File: src/rtl/io_pkg.sv
// Shared board I/O constants and helpers for the push-button input path.
// The board clock constant is the same one the clock divider uses, so both
// blocks stay in step if the board clock ever changes.
package io_pkg;

   localparam int BOARD_CLOCK_FREQUENCY  = 100_000_000;
   localparam int NUM_BUTTONS            = 5;
   localparam int DEFAULT_SAMPLE_HZ      = 1000;
   localparam int DEFAULT_STABLE_SAMPLES = 8;

   // Number of clock cycles between two debounce samples.
   function automatic int prescale_modulo(input int clock_hz, input int sample_hz);
      return clock_hz / sample_hz;
   endfunction

endpackage

File: src/rtl/debounce_channel.sv
// One push-button channel: 2-flop synchronizer, consecutive-sample counter,
// debounced level and registered one-cycle press/release pulses.
module debounce_channel
   import io_pkg::*;
#(
   parameter int STABLE_SAMPLES = DEFAULT_STABLE_SAMPLES
) (
   input  logic CLK,
   input  logic RST,
   input  logic tick,
   input  logic btn_raw,
   output logic level,
   output logic press,
   output logic rel
);

   localparam int              CW         = $clog2(STABLE_SAMPLES + 1);
   localparam logic [CW-1:0]   LAST_COUNT = CW'(STABLE_SAMPLES - 1);

   logic          sync1_reg;
   logic          sync2_reg;
   logic [CW-1:0] count_reg;
   logic          level_reg;
   logic          press_reg;
   logic          rel_reg;

   // Bring the asynchronous button level into the clock domain.
   always_ff @(posedge CLK or posedge RST) begin
      if (RST) begin
         sync1_reg <= 1'b0;
         sync2_reg <= 1'b0;
      end else begin
         sync1_reg <= btn_raw;
         sync2_reg <= sync1_reg;
      end
   end

   // Count consecutive disagreeing samples; accept the new level once enough
   // have been seen and emit a single-cycle edge pulse alongside it.
   always_ff @(posedge CLK or posedge RST) begin
      if (RST) begin
         count_reg <= '0;
         level_reg <= 1'b0;
         press_reg <= 1'b0;
         rel_reg   <= 1'b0;
      end else begin
         press_reg <= 1'b0;
         rel_reg   <= 1'b0;
         if (tick) begin
            if (sync2_reg == level_reg) begin
               count_reg <= '0;
            end else if (count_reg == LAST_COUNT) begin
               level_reg <= sync2_reg;
               count_reg <= '0;
               press_reg <= sync2_reg;
               rel_reg   <= ~sync2_reg;
            end else begin
               count_reg <= count_reg + 1'b1;
            end
         end
      end
   end

   assign level = level_reg;
   assign press = press_reg;
   assign rel   = rel_reg;

endmodule

File: src/rtl/button_debouncer.sv
// Board push-button front end: shared sample prescaler, one debounce channel
// per button and sticky write-1-to-clear press flags for the core.
module button_debouncer
   import io_pkg::*;
#(
   parameter int CLOCK_FREQUENCY = BOARD_CLOCK_FREQUENCY,
   parameter int SAMPLE_HZ       = DEFAULT_SAMPLE_HZ,
   parameter int STABLE_SAMPLES  = DEFAULT_STABLE_SAMPLES,
   parameter int WIDTH           = NUM_BUTTONS
) (
   input  logic             CLK,
   input  logic             RST,
   input  logic [WIDTH-1:0] BTN,
   input  logic [WIDTH-1:0] CLR,
   output logic [WIDTH-1:0] STATE,
   output logic [WIDTH-1:0] PRESS,
   output logic [WIDTH-1:0] RELEASE,
   output logic [WIDTH-1:0] LATCH
);

   localparam int            MODULO     = prescale_modulo(CLOCK_FREQUENCY, SAMPLE_HZ);
   localparam int            PW         = $clog2(MODULO);
   localparam logic [PW-1:0] LAST_PHASE = PW'(MODULO - 1);

   logic [PW-1:0]    phase_reg;
   logic             tick;
   logic [WIDTH-1:0] latch_reg;

   // Sample strobe in the last cycle of each prescaler period.
   assign tick = (phase_reg == LAST_PHASE);

   // Free-running prescaler shared by every channel.
   always_ff @(posedge CLK or posedge RST) begin
      if (RST) begin
         phase_reg <= '0;
      end else if (tick) begin
         phase_reg <= '0;
      end else begin
         phase_reg <= phase_reg + 1'b1;
      end
   end

   // Sticky press flags: a press in the same cycle as a clear keeps the flag set.
   always_ff @(posedge CLK or posedge RST) begin
      if (RST) begin
         latch_reg <= '0;
      end else begin
         latch_reg <= (latch_reg & ~CLR) | PRESS;
      end
   end

   assign LATCH = latch_reg;

   generate
      for (genvar gi = 0; gi < WIDTH; gi++) begin : g_chan
         debounce_channel #(
            .STABLE_SAMPLES(STABLE_SAMPLES)
         ) u_chan (
            .CLK     (CLK),
            .RST     (RST),
            .tick    (tick),
            .btn_raw (BTN[gi]),
            .level   (STATE[gi]),
            .press   (PRESS[gi]),
            .rel     (RELEASE[gi])
         );
      end
   endgenerate

endmodule
File: config.mk
export PLATFORM = sky130hd
export DESIGN_NAME = button_debouncer
export DESIGN_NICKNAME = d
export VERILOG_FILES = /design/src/rtl/io_pkg.sv /design/src/rtl/debounce_channel.sv /design/src/rtl/button_debouncer.sv
export SDC_FILE = /design/constraint.sdc
export NUM_CORES = 1
export LEC_CHECK = 0
export CORE_AREA = 2 2 77 94
export DETAILED_ROUTE_END_ITERATION = 7
export DIE_AREA = 0 0 79 96
export PLACE_DENSITY = 0.68
export SLEW_MARGIN = 20
export SYNTH_ARGS = -nofsm -noshare
export SYNTH_HDL_FRONTEND = slang
export SYNTH_HIERARCHICAL = 1
export SYNTH_SLANG_ARGS = --single-unit
File: constraint.sdc
create_clock -name CLK -period 1.75 [get_ports CLK]
set_input_delay 0.175 -clock CLK [delete_from_list [all_inputs] [get_ports CLK]]
set_output_delay 0.175 -clock CLK [all_outputs]
set_load 0.02 [all_outputs]
==> notes.md <==
Results of an implementation run.

The fraction of the yosys area taken by sequential cells is 57.3%. During synthesis, Yosys emitted a total of 6 warnings. Timing would allow up to 0.574 GHz.

The core utilization before placement is 43.8%. In the synthesized netlist the dominant register cell turns out to be dfrtp_1. Measured along the x axis, the die boundary spans 79 um. The register with the most flip-flops in the layout has 20 of them. Per the gpl log, the routability congestion estimate is 0.763.

The average vias per placed instance is 5.10. The post-route clock period utilization is 99.5%. The switching share of power is 20.4%. The run finished with clean final reports. In this run the power density over the cells is 766 mW/mm^2. The post-layout instance count excluding filler cells is 396. The power after layout is 2.95 mW. The buffering stage count on the worst path with inverters included is 1. Per the log, the first TritonRoute iteration ended with a DRC count of 110. The cell area after placement is 0.00350 mm^2. For this run, asynchronously set or reset flops after synthesis account for 100%. The floorplan report gives the top-level pin count as 32. After layout, the inverter instance count without clock inverters stands at 18. After detailed routing, the number of remaining DRC violations is 0. The CTS buffer count is 9. The total clock sinks is 67.

STA lists the startpoint of the worst hold path as BTN[2]. The slack of the worst reg-to-reg path is 8 ps. Entering global routing, the biggest net connects 29 pins. The first global-routing pass estimated 9070 um of wire.

The power report attributes to the clock group a share of 44.1%. Looking at the post-CTS report, the setup buffer insertion count equals 0. The clock group total power is 1.30 mW. The met1 layer wirelength in the final routing is 2510 um. After Yosys synthesis, AND-OR and OR-AND compound gates account for 9.40% of the synthesized area.

The number of maximum-capacitance violations is 0. The tally of OpenROAD warnings is 27. The number of cells on the worst hold path is 1. On the worst setup and hold paths after CTS, the clock-pin slew comes to 70 ps. The critical path launch point is phase_reg[1]$_DFF_PP0_.

The final setup skew is 8.45 ps. Among the non-sequential cells, simple AND/OR/NAND/NOR gates take the most area. The data arrival time of the critical path is 1960 ps.

The area of the core is 0.00669 mm^2. 154 cells are multi-input combinational gates. For the combinational group, total power comes out at 0.0802 mW. The layout summary lists the proportion of cells stronger than drive strength 1 as 25.2%. Synthesis produced a netlist with a net count of 258.

The end-of-flow timing check tallies setup violations at 0. The end point of the critical path is g_chan[1].u_chan/level$_DFFE_PP0P_. The worst hold slack after final layout is 279 ps. The critical path endpoint category is a register.
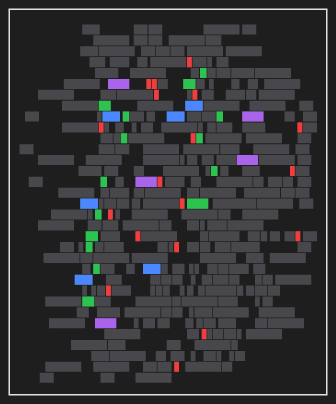
(images/logic_types.png)
(4 px per um)
legend:
  inv cells:
    colour: red
    cells: 18
    most_used: inv_1
  aoi and oai cells:
    colour: green
    cells: 15
    most_used: o21ai_0
  fa/ha/maj cells:
    colour: blue
    cells: 6
    most_used: ha_1
  mux cells:
    colour: purple
    cells: 5
    most_used: mux2_4

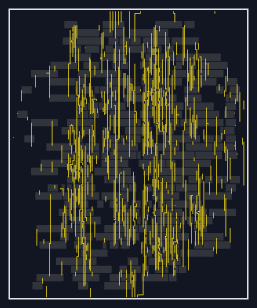
(images/layer_met2.png)
(3 px per um)
share of all routed wire: 50%
nets with wire on the layer: 287
via count: 2,019
Total Wirelength: 5580 um
met2 track demand over resource: 25.8%

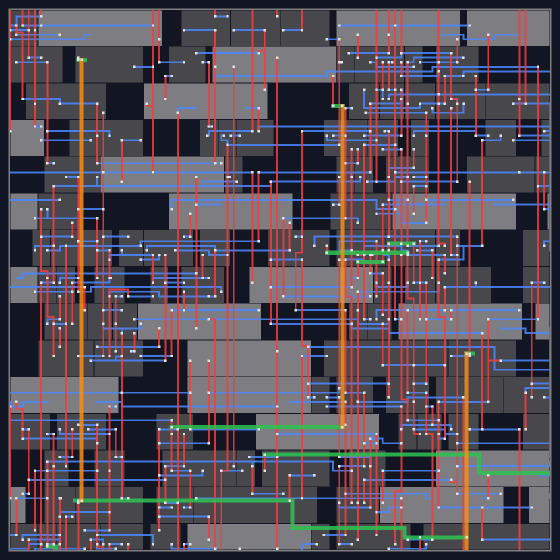
(images/detail.png)
Window x 20 to 60, y 47 to 87 um. Cells in grey, sequential cells in the stronger grey; small squares are vias.
legend:
  metal 2:
    colour: red
  metal 4:
    colour: orange
  metal 1:
    colour: blue
  metal 3:
    colour: green
most frequent: dfrtp_1 (18), inv_1 (7)
sequential cells in the window: 18
cells with their middle in the window: 105
netlist names of flops here include: `g_chan.u_chan/count_reg` (11), `g_chan.u_chan/level` (2), `g_chan.u_chan/press` (2)

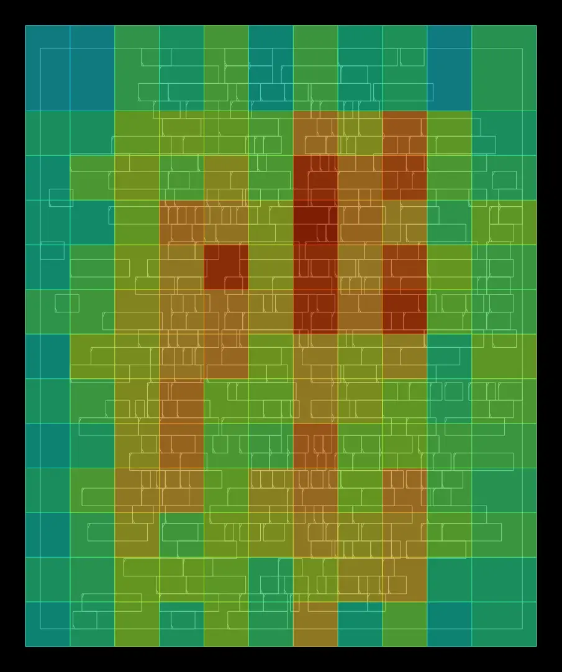
(images/congestion.png)
Global Route met3 Usage: 2.35%
final standard cell utilization of the core: 57.6%
global-route track usage on met1: 19.3%
GRT Resource Usage Total: 15.4%

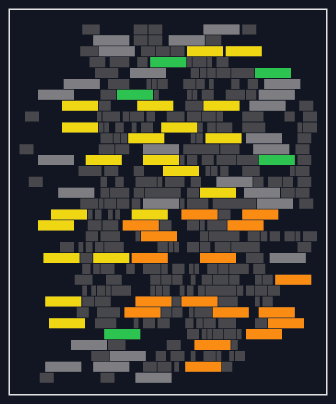
(images/flops_by_reg.png)
(4 px per um) Other sequential cells in the stronger grey, the rest of the logic in the fainter grey.
legend:
  `phase_reg`:
    colour: orange
    flops: 17
  `g_chan.u_chan/count_reg`:
    colour: yellow
    flops: 20
  `g_chan.u_chan/level`:
    colour: green
    flops: 5
sequential logic power: 1.57 mW
area occupied by registers: 0.00168 mm^2
fraction of standard cell area that is sequential: 43.5%

Power is estimated from default activity; no workload was simulated.
